===== src/rtl/microwave_pkg.sv =====
// microwave_pkg: shared state encoding and constants for the microwave timer entry path
package microwave_pkg;
    typedef enum logic [2:0] {
        IDLE   = 3'd0,
        ENTRY  = 3'd1,
        LOAD   = 3'd2,
        RUN    = 3'd3,
        PAUSED = 3'd4,
        DONE   = 3'd5
    } state_t;
    localparam int BCD_W = 4;
    localparam int SEC_TENS_MAX = 5;
    localparam logic [15:0] QUICK_TIME = 16'h0030;
endpackage


===== src/rtl/bcd_entry_shift.sv =====
// bcd_entry_shift: nibble shift register with digit counter; stops accepting once full
module bcd_entry_shift
    import microwave_pkg::*;
#(
    parameter int DIGITS = 4,
    parameter int W = BCD_W * DIGITS,
    parameter int CW = $clog2(DIGITS + 1)
) (
    input  logic             clk,
    input  logic             reset,
    input  logic             shift,
    input  logic             clear,
    input  logic [BCD_W-1:0] digit,
    output logic [W-1:0]     entry,
    output logic [CW-1:0]    count,
    output logic             full
);
    assign full = count == CW'(DIGITS);
    // clear together with shift starts a fresh entry holding just that digit
    always_ff @(posedge clk or posedge reset) begin
        if (reset) begin
            entry <= '0;
            count <= '0;
        end else if (clear) begin
            entry <= shift ? W'(digit) : '0;
            count <= shift ? CW'(1) : '0;
        end else if (shift && !full) begin
            entry <= {entry[W-BCD_W-1:0], digit};
            count <= count + CW'(1);
        end
    end
endmodule


===== src/rtl/timer_entry_loader.sv =====
// timer_entry_loader: keypad MM:SS entry, validation and load/enable control of the countdown chain.
// Define QUICK_START_EN to make a start with no digits load 00:30.
module timer_entry_loader #(
    parameter int DIGITS = 4,
    parameter int SEC_TENS_MAX = 5
) (
    input  logic                clk,
    input  logic                reset,
    input  logic                key_valid,
    input  logic [3:0]          key_digit,
    input  logic                start,
    input  logic                pause,
    input  logic                clear,
    input  logic                timer_zero,
    output logic                load,
    output logic [4*DIGITS-1:0] load_data,
    output logic                count_en,
    output logic [4*DIGITS-1:0] entry_digits,
    output logic                done,
    output logic                err,
    output logic [2:0]          state
);
    import microwave_pkg::*;
    localparam int W = BCD_W * DIGITS;
    localparam int CW = $clog2(DIGITS + 1);
    state_t st, nxt;
    logic [CW-1:0] count;
    logic full, key_bcd, legal, shift, clr_e, ld_go, ld_quick, err_set;
    bcd_entry_shift #(.DIGITS(DIGITS)) u_shift (
        .clk   (clk),
        .reset (reset),
        .shift (shift),
        .clear (clr_e),
        .digit (key_digit),
        .entry (entry_digits),
        .count (count),
        .full  (full)
    );
    assign key_bcd = key_valid && key_digit <= 4'd9;
    assign legal = count != '0 && entry_digits[7:4] <= BCD_W'(SEC_TENS_MAX) && entry_digits != '0;
    always_comb begin
        nxt = st;
        shift = 1'b0;
        clr_e = 1'b0;
        ld_go = 1'b0;
        ld_quick = 1'b0;
        err_set = 1'b0;
        if (clear) begin
            nxt = IDLE;
            clr_e = 1'b1;
        end else begin
            case (st)
                IDLE: begin
`ifdef QUICK_START_EN
                    if (start) begin
                        nxt = LOAD;
                        ld_go = 1'b1;
                        ld_quick = 1'b1;
                    end else if (key_bcd) begin
                        nxt = ENTRY;
                        shift = 1'b1;
                    end
`else
                    if (key_bcd) begin
                        nxt = ENTRY;
                        shift = 1'b1;
                    end
`endif
                end
                ENTRY: begin
                    // start takes precedence; a key arriving alongside it is dropped
                    if (start) begin
`ifdef QUICK_START_EN
                        if (count == '0) begin
                            nxt = LOAD;
                            ld_go = 1'b1;
                            ld_quick = 1'b1;
                        end else if (legal) begin
                            nxt = LOAD;
                            ld_go = 1'b1;
                        end else begin
                            err_set = 1'b1;
                        end
`else
                        if (legal) begin
                            nxt = LOAD;
                            ld_go = 1'b1;
                        end else begin
                            err_set = 1'b1;
                        end
`endif
                    end else begin
                        shift = key_bcd;
                    end
                end
                LOAD: nxt = RUN;
                RUN: nxt = pause ? PAUSED : timer_zero ? DONE : RUN;
                PAUSED: nxt = (start && !pause) ? RUN : PAUSED;
                DONE: begin
                    if (key_bcd) begin
                        nxt = ENTRY;
                        clr_e = 1'b1;
                        shift = 1'b1;
                    end
                end
                default: nxt = IDLE;
            endcase
        end
    end
    always_ff @(posedge clk or posedge reset) begin
        if (reset) begin
            st <= IDLE;
            load_data <= '0;
            err <= 1'b0;
        end else begin
            st <= nxt;
            err <= err_set;
            if (ld_go) load_data <= ld_quick ? W'(QUICK_TIME) : entry_digits;
        end
    end
    // decoded from state so an asynchronous reset drops them immediately
    assign load = st == LOAD;
    assign count_en = st == RUN;
    assign done = st == DONE;
    assign state = st;
endmodule


===== config.mk =====
export PLATFORM = sky130hd
export DESIGN_NAME = timer_entry_loader
export DESIGN_NICKNAME = d
export VERILOG_FILES = /design/src/rtl/microwave_pkg.sv /design/src/rtl/bcd_entry_shift.sv /design/src/rtl/timer_entry_loader.sv
export SDC_FILE = /design/constraint.sdc
export NUM_CORES = 1
export LEC_CHECK = 0
export ABC_AREA = 0
export CORE_MARGIN = 2
export CORE_UTILIZATION = 54
export CTS_BUF_LIST = sky130_fd_sc_hd__clkbuf_4
export DETAILED_ROUTE_END_ITERATION = 12
export PLACE_DENSITY = 0.87
export SYNTH_ARGS = -nofsm -noshare
export SYNTH_HDL_FRONTEND = slang
export SYNTH_HIERARCHICAL = 1
export SYNTH_SLANG_ARGS = --single-unit

===== constraint.sdc =====
create_clock -name clk -period 4.18 [get_ports clk]
set_clock_uncertainty 0.15 [all_clocks]
set_input_delay 0.836 -clock clk [delete_from_list [all_inputs] [get_ports clk]]
set_output_delay 0.836 -clock clk [all_outputs]
set_load 0.03 [all_outputs]

Run 1, clock wires, drivers and flops:
The bar under the picture is 20 µm long.
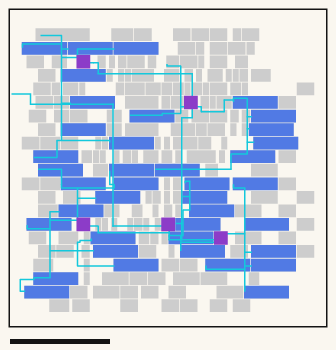
[flip-flops] blue | count: 39
[clock-net drivers] purple | count: 5
[clock wires] cyan | length: 461 µm
routed clock nets: 6

Run 1, M3 wires:
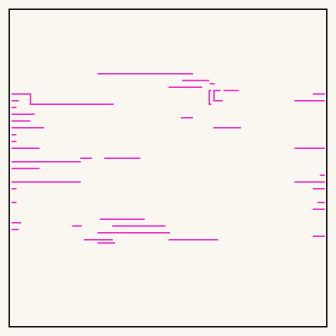
wire length on this layer: 220 µm
longest straight run: 18.9 µm
main direction: horizontal
share of all routed wire: 5.4%

Run 1, I/O pins on the die edge:
Pins as bars across the die edge, other pins in grey.
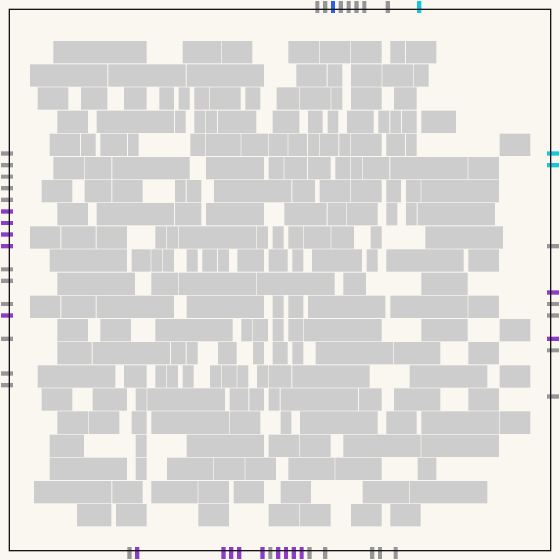
[`entry_digits`] purple | pins: 16 | direction: output | edge: 9 south, 5 west, 2 east
[`clear`] blue | pins: 1 | direction: input | edge: north
[`state`] cyan | pins: 3 | direction: output | edge: 2 east, 1 north
all pins by edge: 16 west, 16 south, 9 north, 9 east
Port Buffers: 49
die span in y: 63.4 µm
die extent in x: 63.4 µm

==> ci_impl_report.md, run 1 <==
## Synthesis and layout report

| Metric | Value |
|---|---|
| Status | complete, no violations |
| Post-cts sizing count | 0 |
| Worst hold slack | ~0.37 ns |
| Htree depth | 2 |
| Number of logic gates | between 100 and 150 |
| Remaining antenna violation count after routing | 0 |
| CLK BUF | 5 |
| Yosys aoi share | between 10 and 15% |
| TritonCTS Buffers | 5 |
| Clk slew on worst S/H paths | ~0.11 ns |
| Reg2reg end | u_shift/entry[3] |
| Violation count after the first detailed-route iteration | roughly 91 |
| Hold Startpoint | load_data[7] |
| Syn avg cell area | 11.2 µm² |
| Flops after synth | 39 |
| Area growth, synth to finish | 29.6% |
| Critical path's top delay family | AND-OR/OR-AND gates |
| Worst Setup SP | key_digit[1] |
| CP Capture Point | u_shift/entry[3] |
| Core box area | around 3400 µm² |
| Clock group | around 250 µW |
| Area leader, netlist | dfrtp_1 |
| Postcts setup bufs | 0 |
| FF-to-FF path depth | 6 |
| Signal buffers share of area | around 20% |
| Seq pwr share | 45.5% |
| Place WS | about 0.69 ns |
| Max Root-Sink Buffers | 2 |
| Number of synthesized flops with an enable pin | 0 |
| Nets | about 230 |
| Final worst slack | about 1.0 ns |
| Share of cells above drive strength 1 | between 10% and 20% |
| Synth Flop Type | dfrtp_1 |
| Register area share after synthesis | about half |
| Combinational share of cell area | between 30% and 40% |
| WL/cell | 15.4 µm |
| DP Cell Count | around 260 |
| Via density | 5.57 |
| # setup viols final | 0 |
| Slowest cell on the critical path | a211oi_1 |
| Fillcell total | roughly 260 |
| # Taps | roughly 46 |
| Synth cell types | ~40 |
| CP endpoint kind | flip-flop |
| Clk Tree Root Cell | clkbuf_4 |
| Bufs and invs on worst path | 1 |
| Flop count | 39 |
| DP HPWL | around 3.0 mm |
| RSZ-0062 raised after global routing | no |
| Synthesized instance count | about 170 |
| Mapped cell area | ~1900 µm² |
| Type of origin of the critical path | input port |
| Seq group | 438 µW |
| Share of the synthesized area in the top cell type | ~51% |
| Count of non-CTS inverters in the layout | 8 |
| Placer's final routability congestion estimate | about 0.9 |
| Comb power frac | ~29% |
| First-pass GRT wire length | 7.05 mm |
## run 1: per-stage QoR
step	cell area, µm²	power [µW]	util, %
final	2470	961	73.5
after global routing	2470	1010	73.5
after global placement	2400	710	71.3
after CTS	2470	961	73.5
after floorplan	1910	633	-
after detailed placement	2400	718	71.3
## run 1: routing by layer
layer / global-route usage, % / share of wire (%)
met1: 29.4 / 44
met2: 35.4 / 49
met3: 6.96 / 5.4
met4: 9.24 / 1.7
met5: 0 / 0
## run 1: cells in the final DEF (no fill, tap or decap), drive strengths merged, types with 4 or more instances in the layout
cell type and count:
nor2 7, nor3 7, mux2 16, dfrtp 39, nor4 4, clkbuf 5
nand2 29, a22o 4, a21oi 17, inv 8, clkdlybuf4s50 49
--- run 2 (diff from run 1) ---
--- a/config.mk
+++ b/config.mk
@@ -7,10 +7,10 @@
 export LEC_CHECK = 0
 export ABC_AREA = 0
 export CORE_MARGIN = 2
-export CORE_UTILIZATION = 54
+export CORE_UTILIZATION = 50
 export CTS_BUF_LIST = sky130_fd_sc_hd__clkbuf_4
 export DETAILED_ROUTE_END_ITERATION = 12
-export PLACE_DENSITY = 0.87
+export PLACE_DENSITY = 0.82
 export SYNTH_ARGS = -nofsm -noshare
 export SYNTH_HDL_FRONTEND = slang
 export SYNTH_HIERARCHICAL = 1
==> constraint.sdc (replaced) <==
create_clock -name clk -period 3.1 [get_ports clk]
set_clock_uncertainty 0.15 [all_clocks]
set_input_delay 0.62 -clock clk [delete_from_list [all_inputs] [get_ports clk]]
set_output_delay 0.62 -clock clk [all_outputs]
set_load 0.03 [all_outputs]
Run 2, cell outlines without signal wires:
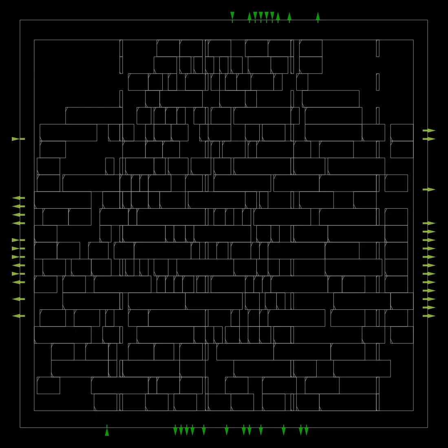
# rows: 22
flop count: 39

==> run 2 against run 1 <==
Net effect: sequential power grew 35%; cell count increased by 2.3%; cell area increased by 1.6%; critical path depth is 4 lower; total power increased by 36%; wire length rose by 0.76%; critical endpoint is now done; highest routed layer unchanged.
==> ci_impl_report.md, run 2 <==
## Synthesis and layout report

| Metric | Value |
|---|---|
| TritonRoute pass-1 iters | 4 |
| FF-to-FF path depth | 8 |
| DP Cell Count | roughly 260 |
| Htree depth | 2 |
| Comb power frac | about 29% |
| RSZ-0062 raised after global routing | no |
| Place WS | between 0.2 and 0.3 ns |
| Number of synthesized flops with an enable pin | 0 |
| Register area share after synthesis | approximately half |
| Design area | ~2500 µm² |
| Fillcell total | 278 |
| Type of origin of the critical path | flip-flop |
| Most numerous logic cell after layout | clkdlybuf4s50_1 |
| Die Area | 4330 µm² |
| Most instantiated logic cells after routing | 49 x clkdlybuf4s50_1, 39 x dfrtp_1, 29 x nand2_1 |
| Routed via count | between 1000 and 1500 |
| Worst Setup SP | state[2] |
| Clk Tree Root Cell | clkbuf_4 |
| Combinational share of cell area | between 30% and 40% |
| Synth Flop Type | dfrtp_1 |
| Syn avg cell area | 11.2 µm² |
| Worst min path class | flip-flop to flip-flop |
| Critical path's top delay family | buffers and inverters |
| Via density | 5.47 |
| CP Capture Point | done |
| # Taps | approximately 48 |
| TritonCTS Buffers | 5 |
| Reg2reg end | u_shift/entry[14] |
| Share of the synthesized area in the top cell type | 51.1% |
| Die extent in x | approximately 66 µm |
| Clk slew on worst S/H paths | between 0.1 and 0.15 ns |
| # setup viols final | 0 |
| Number of remaining DRC errors | 0 |
| Flops after synth | 39 |
| Hold Violations, Final | 0 |
| CLK BUF | 5 |
| Die span in y | between 60 and 70 µm |
| Share of cells above drive strength 1 | 16.5% |
| Status | complete, no violations |
| Seq group | between 500 and 600 µW |
| Count of non-CTS inverters in the layout | 8 |
| CP endpoint kind | output port |
| Top cell category | flip-flops and latches |
| Area leader, netlist | dfrtp_1 |
| Port Buffers | 49 |
| Synthesized instance count | about 170 |
| Max Root-Sink Buffers | 2 |
| CTS sink cnt | 39 |
| Synth cell types | around 40 |
| Postcts setup bufs | 0 |
| Clk ins delay skew pair | around 0.35 ns |
| First-pass GRT wire length | 6.85 mm |
| Violation count after the first detailed-route iteration | about 90 |
| Post-cts sizing count | 0 |
| Signal buffers share of area | a little over a fifth |
| Worst hold slack | approximately 0.36 ns |
| Mapped cell area | 1910 µm² |
| Total power | around 1300 µW |
| Clock group | approximately 340 µW |
| Placer's final routability congestion estimate | between 0.8 and 0.9 |
| Cell area after placement | around 2400 µm² |
| Top-count cell post-synth | dfrtp_1 |
| Final worst slack | around 0.33 ns |
| Seq pwr share | between 40% and 50% |
| Area growth, synth to finish | 31.6% |
| DP HPWL | ~3.0 mm |
| Nets | about 240 |
| Slowest cell on the critical path | clkdlybuf4s50_1 |
| Remaining antenna violation count after routing | 0 |
| # Cells Yosys | ~170 |
| Number of logic gates | ~120 |
| WL/cell | 15.2 µm |
| Hold Startpoint | load_data[7] |
| TNS Setup | 0 ns |
Run 2, cell area per tile:
7 x 7 tiles, from white (low) to dark blue (high), 0 to 100% covered.
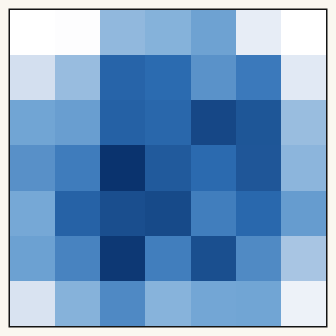
nearly empty tiles: 6.1%
fullest tile: 99%
mean over tiles: 57%
emptiest ninth of the die: north-west
tiles over 75% full: 33%
Starting Density: 52.1%
core box area: 3660 µm²
final core occ: 68.6%

==> run 2: cell counts after synthesis <==
No cell type changed its count.
==> run 2: kinds of logic (layout without fill, tap and decap cells) <==
logic type / count (synthesis) / count (layout) / share of synthesized area [%]
fa+ha+maj: 2 / 2 / 1.31
simple gates: 63 / 63 / 17.5
buf+inv: 15 / 69 / 5.05
compound gates: 35 / 35 / 13.8
flops: 39 / 39 / 51.1
mux: 16 / 16 / 11.2
==> run 2: layer usage <==
metal  part of all wire [%]  wire length (µm)  GRT usage [%]  up-vias
met5                      0                 0              0        -
met1                     46              1920           30.8      727
met2                     46              1890           29.9       52
li1                       -                 -              -      703
met4                    1.2                48           5.73        0
met3                    6.4               265           6.30        5
Power and IR drop assume default switching activity.
